$ cat config.mk
export PLATFORM = sky130hd
export DESIGN_NAME = rep_loop_ctrl
export DESIGN_NICKNAME = d
export VERILOG_FILES = /design/src/rtl/rep_loop_ctrl.sv
export SDC_FILE = /design/constraint.sdc
export NUM_CORES = 1
export LEC_CHECK = 0
export ABC_AREA = 1
export CAP_MARGIN = 20
export CORE_MARGIN = 3
export CORE_UTILIZATION = 45
export DETAILED_ROUTE_END_ITERATION = 6
export PLACE_DENSITY = 0.82
export SYNTH_ARGS = -nofsm -noshare
export SYNTH_HDL_FRONTEND = slang
export SYNTH_SLANG_ARGS = --single-unit
$ cat constraint.sdc
create_clock -name clk -period 1.4 [get_ports clk]
set_input_delay 0.42 -clock clk [delete_from_list [all_inputs] [get_ports clk]]
set_output_delay 0.42 -clock clk [all_outputs]
set_load 0.01 [all_outputs]
$ cat src/rtl/rep_loop_ctrl.sv
// Repeat-loop sequencer driving the CX count register and an iteration req/ack handshake.
// Optional REPE/REPNE-style conditional stop is enabled with `define LOOP_COND_EN.
module rep_loop_ctrl (
  input  logic       clk,
  input  logic       reset,
  input  logic       start,
  input  logic [7:0] count_in,
  input  logic       cx_iszero,
  input  logic       iter_ack,
  input  logic       abort,
`ifdef LOOP_COND_EN
  input  logic       cond_flag,
  input  logic [1:0] cond_mode,
`endif
  output logic [7:0] cx_load_data,
  output logic       cx_load_enable,
  output logic       cx_count_enable,
  output logic       iter_req,
  output logic       busy,
  output logic       done,
  output logic [7:0] iter_done_cnt,
  output logic [1:0] exit_code
);

  localparam int unsigned CNT_W  = 8;
  localparam int unsigned EXIT_W = 2;

  localparam logic [EXIT_W-1:0] EXIT_COUNT = 2'b00;
  localparam logic [EXIT_W-1:0] EXIT_ABORT = 2'b01;
  localparam logic [EXIT_W-1:0] EXIT_COND  = 2'b10;

  typedef enum logic [2:0] {
    S_IDLE,
    S_LOAD,
    S_CHECK,
    S_ISSUE,
    S_DEC,
    S_DONE
  } state_t;

  state_t            state_q, state_d;
  logic              abort_flag_q, abort_flag_d;
  logic              stop_flag_q, stop_flag_d;
  logic [CNT_W-1:0]  load_data_d;
  logic [CNT_W-1:0]  iter_cnt_d;
  logic [EXIT_W-1:0] exit_d;
  logic              stop_hit_c;

  // Stop rule evaluated on the acknowledged iteration
`ifdef LOOP_COND_EN
  always_comb begin
    stop_hit_c = 1'b0;
    case (cond_mode)
      2'b01:   stop_hit_c = ~cond_flag;
      2'b10:   stop_hit_c = cond_flag;
      default: stop_hit_c = 1'b0;
    endcase
  end
`else
  assign stop_hit_c = 1'b0;
`endif

  // Next-state and next-data logic
  always_comb begin
    state_d      = state_q;
    abort_flag_d = abort_flag_q;
    stop_flag_d  = stop_flag_q;
    load_data_d  = cx_load_data;
    iter_cnt_d   = iter_done_cnt;
    exit_d       = exit_code;

    if (state_q != S_IDLE && abort) abort_flag_d = 1'b1;

    case (state_q)
      S_IDLE: begin
        if (start) begin
          load_data_d  = count_in;
          iter_cnt_d   = '0;
          abort_flag_d = 1'b0;
          stop_flag_d  = 1'b0;
          exit_d       = EXIT_COUNT;
          state_d      = S_LOAD;
        end
      end
      S_LOAD:  state_d = S_CHECK;
      S_CHECK: begin
        if (abort_flag_q) begin
          exit_d  = EXIT_ABORT;
          state_d = S_DONE;
        end else if (stop_flag_q) begin
          exit_d  = EXIT_COND;
          state_d = S_DONE;
        end else if (cx_iszero) begin
          exit_d  = EXIT_COUNT;
          state_d = S_DONE;
        end else begin
          state_d = S_ISSUE;
        end
      end
      S_ISSUE: begin
        if (iter_ack) begin
          iter_cnt_d = CNT_W'(iter_done_cnt + 1'b1);
          if (stop_hit_c) stop_flag_d = 1'b1;
          state_d = S_DEC;
        end
      end
      S_DEC:   state_d = S_CHECK;
      S_DONE:  state_d = S_IDLE;
      default: state_d = S_IDLE;
    endcase
  end

  // State and loop bookkeeping registers
  always_ff @(posedge clk or negedge reset) begin
    if (!reset) begin
      state_q      <= S_IDLE;
      abort_flag_q <= 1'b0;
      stop_flag_q  <= 1'b0;
    end else begin
      state_q      <= state_d;
      abort_flag_q <= abort_flag_d;
      stop_flag_q  <= stop_flag_d;
    end
  end

  // Outputs registered from the next state so they align with the state they decode
  always_ff @(posedge clk or negedge reset) begin
    if (!reset) begin
      cx_load_data    <= '0;
      cx_load_enable  <= 1'b0;
      cx_count_enable <= 1'b0;
      iter_req        <= 1'b0;
      busy            <= 1'b0;
      done            <= 1'b0;
      iter_done_cnt   <= '0;
      exit_code       <= EXIT_COUNT;
    end else begin
      cx_load_data    <= load_data_d;
      cx_load_enable  <= (state_d == S_LOAD);
      cx_count_enable <= (state_d == S_DEC);
      iter_req        <= (state_d == S_ISSUE);
      busy            <= (state_d != S_IDLE);
      done            <= (state_d == S_DONE);
      iter_done_cnt   <= iter_cnt_d;
      exit_code       <= exit_d;
    end
  end

endmodule

==> notes.md <==
The following summarizes the physical implementation.

Detailed routing
The total iterations of the first detailed-routing run is 4. The number of DRC violations after detailed routing is 0. In the final routed layout, each cell accounts on average for 12.35 um.

Logic synthesis
For this run, the leading register cell type out of synthesis is sky130_fd_sc_hd__dfrtp_1. The share of synthesized area in the top cell type comes to 0.5597. By count the netlist is led by sky130_fd_sc_hd__nand2_1, sky130_fd_sc_hd__dfrtp_1, sky130_fd_sc_hd__nor2_1.

The number of unique standard cell types used by synthesis is 20. Synthesis inferred 26 register bits.

Worst setup path
The destination of the critical timing path is done. The report lists the cells along the critical path as clkdlybuf4s15_1. The kind of end point of the critical path is a primary output. The logic depth of the worst register-to-register path is 10. The arrival time of data at the worst endpoint is listed as 0.93 ns. The top cell family by delay on the critical path is flip-flops.

Clocking
Counting along the longest clock path gives a buffer depth of 2. The clock root buffer is sky130_fd_sc_hd__clkbuf_4.

Power
Ranked by power, first place goes to combinational logic. The design internal power is 1.647 mW. The flip-flop and latch power is 1.16 mW. Combinational power for this build is 1.25 mW.

Final layout
Per the layout area report, the sequential fraction of cell area is 0.3992. The number of sequential cells is 26. The count of antenna diodes in the layout is 0. The layout report lists the non-clock buffer share of cell area as 0.2544. By instance count after routing, the leading logic cell types are sky130_fd_sc_hd__nand2_1, sky130_fd_sc_hd__dfrtp_1, sky130_fd_sc_hd__clkbuf_2, sky130_fd_sc_hd__buf_4, sky130_fd_sc_hd__nor2_1.

Status
The flow ran to the end, and the final reports show no timing, DRC or antenna violations.

GRT
The wire length of the first global-routing pass is 4850 um. Entering global routing, the biggest net connects 27 pins. The leftover overflow at the end of global routing is 0.

Floorplan
The count of boundary I/O pins is 37. The total die size is 3229 sq um.

STA
Setup violations remaining at the end of the flow were counted as 0.
[layer usage]
layer / wire, um / track usage / share of wire
met1: 1095 / 0.2140 / 0.39
met2: 1441 / 0.3317 / 0.52
met3: 200 / 0.05057 / 0.072
met4: 54 / 0.08278 / 0.019
met5: 0 / 0 / 0
[repair_timing]
action	CTS	global route
cloned	0	0
setup endpoints to repair	22	25
buffers inserted	5	1
hold buffers	0	0
resized	42	25
[per-stage QoR]
step / area [sq um] / utilization / power, mW
global route: 1633 / 0.6979 / 2.952
detailed placement: 1637 / 0.6995 / 2.469
global placement: 1637 / 0.6995 / 2.404
finish: 1633 / 0.6979 / 2.719
floorplan: 1162 / - / 1.811
CTS: 1694 / 0.7241 / 2.760
### Floorplan with the power grid

Scale: 8 px per um. Pins as bars on the die edge.
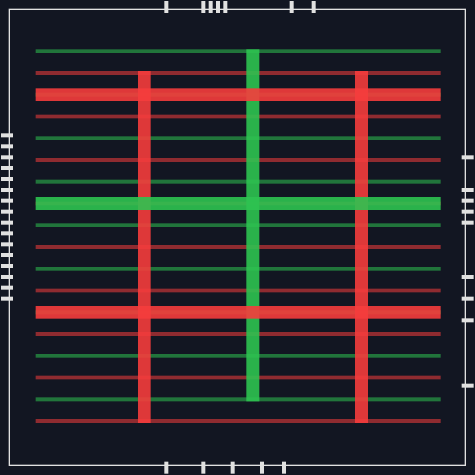
[VDD] green
[VSS] red
rows: 17
met5 straps: 3
met1 rails: 18

### Routed clock nets over the placement

Scale: 10 px per um.
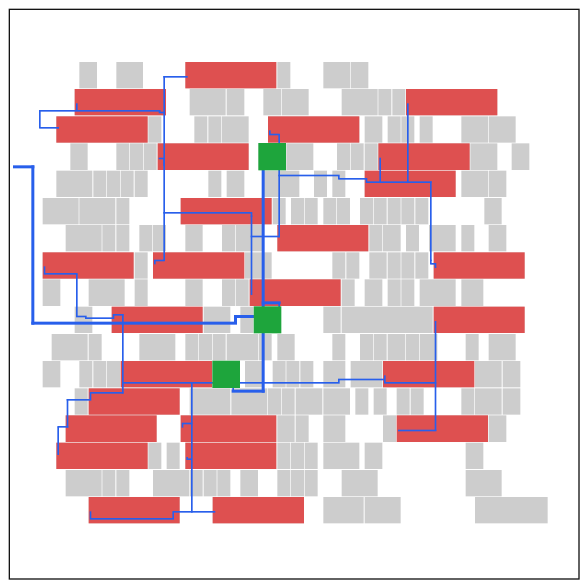
[clock wires] blue | length: 291 um
[clock drivers] green | count: 3
[flip-flops] red | count: 26
routed clock nets: 4

### Metal layers overlaid

Scale: 10 px per um. Two of the layers only.
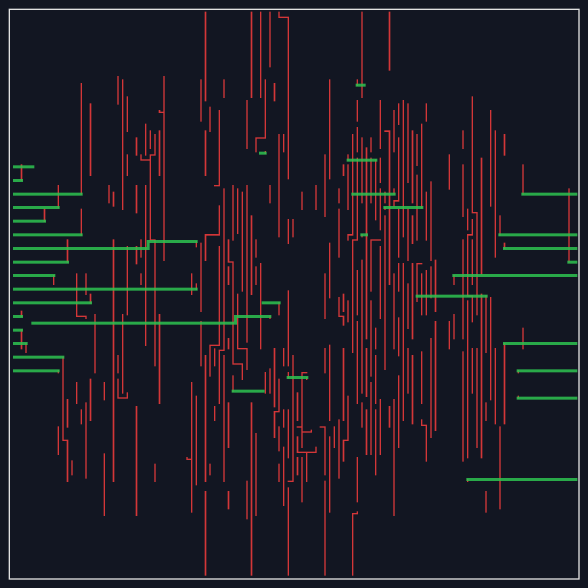
[metal 3] green | wire length: 201 um
[metal 2] red | wire length: 1440 um

Power and IR drop assume default switching activity.
